Design hc595_driver_flat, sky130hd; sources not shown.
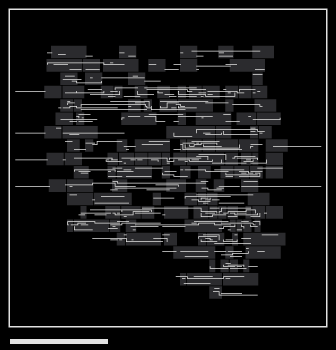
run_1/m1.png
Scale bar: 20 µm.
wire length on this layer = 1110 µm
nets with wire on the layer = 134
main direction = horizontal
longest straight run = 17.9 µm
via total after detailed routing: 938
Total Wirelength: 2413 µm
GR Layer Usage met1: 15.04%

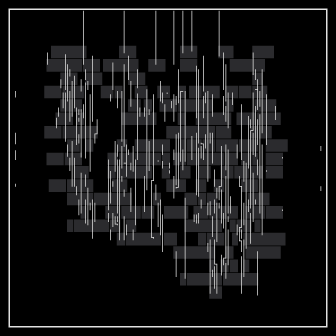
run_1/m2.png
nets with wire on the layer = 131
main direction = vertical
longest straight run = 20.4 µm
wire length on this layer = 1170 µm
grt met2 use: 18.28%

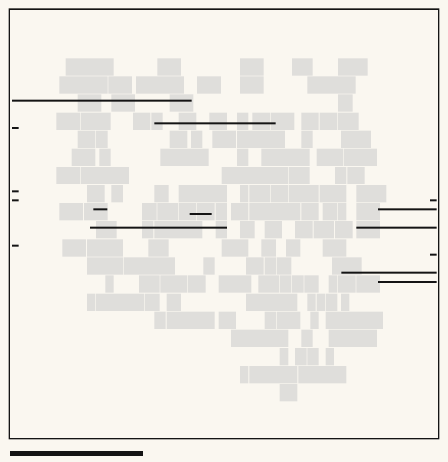
run_1/m3.png
Scale bar: 20 µm.
share of all routed wire = 4.8%
nets with wire on the layer = 14
wire length on this layer = 117 µm
GRT met3 Usage: 2.977%

==> notes.md, run 1 <==
Physical implementation

Per the final report, the share of cell area in non-clock buffers is 18.07%. The total instance count after detailed placement is 157. The cell-mix breakdown from Yosys lists the adder-cell area share as 1.212%. The number of tap instances is 31. The most frequent standard cell in the layout excluding fill and tap cells is sky130_fd_sc_hd__dfxtp_1.

The count of buffer and inverter cells on the critical path is 1. The switching share of power is 38.26%. Per the detail_route log, met3 wirelength is 116 µm. The detailed-route wire length per cell is 14.62 µm.

The portion of total power attributed to sequential cells is 35.9%. Detailed placement finished with a half-perimeter wire length of 1681 µm. The script extracted a total leakage power of 0.5082 nW. The synthesized design spends more area on one cell type than any other, namely sky130_fd_sc_hd__dfxtp_1. The number of maximum-capacitance constraint violations is 0. The main area contributors are sky130_fd_sc_hd__dfxtp_1, sky130_fd_sc_hd__mux2i_1, sky130_fd_sc_hd__a21oi_1. Dividing the final minimum period by the clock period gives 90.25%. The warning tally printed by Yosys for this design is 0. Per the STA report, the cell with the highest stage delay on the worst path is sky130_fd_sc_hd__clkdlybuf4s50_1. The simple-gate area share of the yosys netlist is 19.88%. The script computed a power per unit cell area of 1081 nW/µm². CTS added clock buffers totalling 3. The floorplan step defined a core boundary enclosing 2781 µm². The maximum number of pins on one net before global-route repair is 14.

For this design, the CTS-stage hold fixing added 0 buffers. The clock latency reported for the late side of the worst-skew pair is 0.30 ns. The fraction of standard cell area in multi-input logic is 48.10%. Buffers placed on the I/O ports in this run total 17. The most used routing layer is met2. The power report lists cell-internal power as 901.2 µW. The number of rows created at floorplan is 19. The detailed-routing wirelength on met1 is 1112 µm. Synthesis produced a netlist whose cell count is 112.

The number of setup violations in the final report is 0. The proportion of power drawn by combinational gates is 48.6%. Data on the critical path arrives at its endpoint at 1.50 ns. In the final layout, the share of cells above drive strength 1 is 23.88%.

The number of setup buffers added after CTS is 1. The class of the worst hold path is reg -> reg. Setup slack on the critical path of the routed design comes to 0.1950 ns. After clock tree synthesis, the repair step resized 8 gates. The final antenna diode count is 0.

Per the synthesis report, the number of distinct cell types is 41. Per the layout area report, the combinational gate area comes to 649.4 µm². Setup slack on the worst path after placement came out at 0.1297 ns.

The total of plain and repair buffers excluding clock buffers is 26. Setup repair after global routing left no endpoint under its margin. Grouping non-sequential cells by family puts the most area in AND-OR/OR-AND gates. Once layout is complete, the cells apart from fillers number 165. In this run the clock root is driven by a sky130_fd_sc_hd__clkbuf_4. In the final design database the tool counted 148 nets. Setup slack on the worst reg-to-reg path comes out at 0.28 ns. In the synthesized netlist, the cells that appear most often are sky130_fd_sc_hd__dfxtp_1, sky130_fd_sc_hd__a21oi_1. The total number of H-tree levels is 1. Among all stages on the critical path, the maximum delay recorded is 0.53 ns. Counting flops with an async set or reset pin after synthesis yields a share of 0%.

Along the worst path, the maximum fanout reaches 10. According to the cell report, flip-flops and latches in the layout number 18. Summing all placed instances gives a cell area of 1217 µm². Final hold analysis gives a worst-case slack of 0.4967 ns. The clock net sink count is 18.

By area, combinational gates come first. The portion of netlist area occupied by mux cells is 7.879%. The largest share of the power goes to combinational logic. The final core utilization is 48.54%. On the critical path the largest part of the delay comes from buffers and inverters. For this run, the top clock speed supported by timing is 0.5540 GHz. The global-route congestion overflow total is 0.

The STA report counts the stages on the worst setup path as 3. The dominant register cell in the synthesized netlist is sky130_fd_sc_hd__dfxtp_1. The initial antenna violation count is 0.

The worst path needs 1.805 ns of the cycle, external delays included. The number of cells reported by Yosys stat comes to 112. By instance count after routing, the leading logic cell types are sky130_fd_sc_hd__dfxtp_1, sky130_fd_sc_hd__clkdlybuf4s50_1, sky130_fd_sc_hd__a21oi_1, sky130_fd_sc_hd__buf_4. The type of origin of the critical path is a register. The effective utilization at floorplan is 37.11%. The xor and xnor area share after synthesis is 2.545%. After synthesis, the largest area contributor takes up 34.91% of total cell area. The number of enable-type register cells in the synthesized netlist is 0.

Clock tree buffers and inverters occupy 2.688% of the routed design's cell area. The routed layout reports a DRC error count of 0. Before any placement, the netlist area is recorded as 1032 µm².

The setup TNS is 0 ns. The post-synthesis to final-layout area growth is 30.79%. The power in the clock group is 227 µW. The count of nets left with antenna violations after detail routing is 0. The run finished with clean final reports.
--- run 2 (diff from run 1) ---
CORE_UTILIZATION = 39   (was 35)
CTS_BUF_LIST = sky130_fd_sc_hd__clkbuf_16   (was not set)
MAX_ROUTING_LAYER = met4   (was not set)
==> notes.md, run 2 <==
Physical implementation

The simple-gate area share of the yosys netlist was 19.88% (unchanged). The share of cell area taken by flip-flops and latches came to 27.14% (was 27.43%). The detailed-routing wirelength on met1 came to 1241 µm (was 1112 µm). The total number of H-tree levels was 1 (unchanged). The largest non-sequential cell family by area is AND-OR/OR-AND gates (unchanged). The maximum number of pins on one net before global-route repair is 12 (was 14).

The final critical-path required period is 1.795 ns (was 1.805 ns). The met3 usage is 3.774% (was 2.977%). The initial antenna violation count is 0 (unchanged).

The non-clock buffering overhead in the final layout is 17.02% (was 18.07%). The maximum cell stage delay along the critical path is 0.57 ns (was 0.53 ns). The total number of nets in the final design came to 147 (was 148). The routed length on met3 is 94 µm (was 116 µm). The setup TNS came to 0 ns (unchanged). The clock network contribution to total cell area is 5.796% (was 2.688%). The switching share of power is 35.57% (was 38.26%). The final cycle utilization of the critical path came to 89.77% (was 90.25%). The number of buffers added on ports is 17 (unchanged).

The final core utilization is 54.40% (was 48.54%). The cell class contributing the biggest share of worst-path delay is simple AND/OR/NAND/NOR gates (was buffers and inverters). The effective utilization at floorplan is 41.29% (was 37.11%). The worst-path cell with the longest stage delay is sky130_fd_sc_hd__or4_1 (was sky130_fd_sc_hd__clkdlybuf4s50_1). The fraction of standard cell area in multi-input logic was 46.46% (was 48.10%).

The share of final-layout standard cells stronger than drive strength 1 came to 20.30% (was 23.88%). The top-level port count came to 18 (unchanged). The setup slack after layout was 0.2045 ns (was 0.1950 ns).

The number of setup buffers added after CTS is 1 (unchanged). The number of rows created at floorplan is 18 (was 19). The number of buffers created by CTS was 3 (unchanged). The number of enable-type register cells in the synthesized netlist came to 0 (unchanged). The data arrival time at the worst-slack endpoint is 1.93 ns (was 1.50 ns). Commonest cells in the netlist: sky130_fd_sc_hd__dfxtp_1, sky130_fd_sc_hd__a21oi_1 (unchanged). The total power density per cell area is 1194 nW/µm² (was 1081 nW/µm²). The area share of the leading cell type in the synthesized netlist was 34.91% (unchanged). The number of synthesis warnings is 0 (unchanged). The count of nets left with antenna violations after detail routing is 0 (unchanged). The buffer cell driving the clock tree root is sky130_fd_sc_hd__clkbuf_16 (was sky130_fd_sc_hd__clkbuf_4). The floorplan core area came to 2500 µm² (was 2781 µm²). The count of buffer and inverter cells on the critical path came to 2 (was 1). The cell group occupying the most layout area was combinational gates (unchanged). The clock net sink count is 18 (unchanged). The footprint of the multi-input gates is 631.9 µm² (was 649.4 µm²).

The largest power group is combinational logic (unchanged). The instance area after placement is 1231 µm² (was 1217 µm²). The total of plain and repair buffers excluding clock buffers is 25 (was 26). The cell type contributing the most total cell area after synthesis was sky130_fd_sc_hd__dfxtp_1 (unchanged).

The number of maximum-capacitance constraint violations is 0 (unchanged). The proportion of power drawn by combinational gates is 42.8% (was 48.6%). The dominant register cell in the synthesized netlist was sky130_fd_sc_hd__dfxtp_1 (unchanged).

The type of origin of the critical path is a register (unchanged). The half-perimeter wire length after detailed placement is 1755 µm (was 1681 µm). The total instance count after detailed placement is 158 (was 157). The detailed-route wire length per cell is 15.34 µm (was 14.62 µm). Status: completed (unchanged). The portion of total power attributed to sequential cells is 32.3% (was 35.9%). Most used cells in the layout excluding fill and tap cells: sky130_fd_sc_hd__clkdlybuf4s50_1, sky130_fd_sc_hd__dfxtp_1, sky130_fd_sc_hd__a21oi_1, sky130_fd_sc_hd__buf_4 (was sky130_fd_sc_hd__dfxtp_1, sky130_fd_sc_hd__clkdlybuf4s50_1, sky130_fd_sc_hd__a21oi_1, sky130_fd_sc_hd__buf_4).

The number of stages on the worst setup path is 6 (was 3). The portion of netlist area occupied by mux cells is 7.879% (unchanged). The met1 track utilization from global routing is 19.60% (was 15.04%).

The met2 wire length is 1159 µm (was 1168 µm). The final antenna diode count is 0 (unchanged). The internal portion of total power was 1.046 mW (was 901.2 µW). The post-synthesis to final-layout area growth is 31.76% (was 30.79%). The cell area after technology mapping was 1032 µm² (unchanged).

The class of the worst hold path is reg -> reg (unchanged). The number of gates given a new drive strength after cts is 9 (was 8). The post-detailed-route DRC marker count is 0 (unchanged). The xor and xnor area share after synthesis is 2.545% (unchanged).

The fraction of power consumed by the clock network was 25.0% (was 15.5%). The static leakage is 0.4892 nW (was 0.5082 nW). The minimum setup slack among reg-to-reg paths was 0.20 ns (was 0.28 ns). The post-synthesis cell count came to 112 (unchanged).

The highest clock rate came to 0.5570 GHz (was 0.5540 GHz). The most used routing layer is met2 (unchanged). The power in the clock group is 405 µW (was 227 µW). Cells taking the most area after synthesis: sky130_fd_sc_hd__dfxtp_1, sky130_fd_sc_hd__mux2i_1, sky130_fd_sc_hd__a21oi_1 (unchanged).

The number of buffers added to fix hold violations after cts is 0 (unchanged). The global-route congestion overflow total came to 0 (unchanged). The worst hold-check slack was 0.4884 ns (was 0.4967 ns).
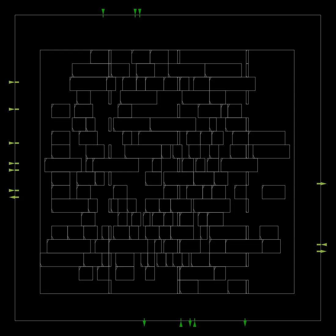
run_2/placed.png
Non-Filler Instances: 163
number of sequential cells: 18

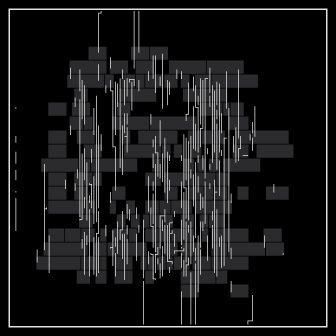
run_2/m2.png
wire length on this layer = 1160 µm
longest straight run = 27.9 µm
via total after detailed routing: 923
Total Wirelength: 2501 µm
grt met2 use: 22.81%

Power and IR drop assume default switching activity.
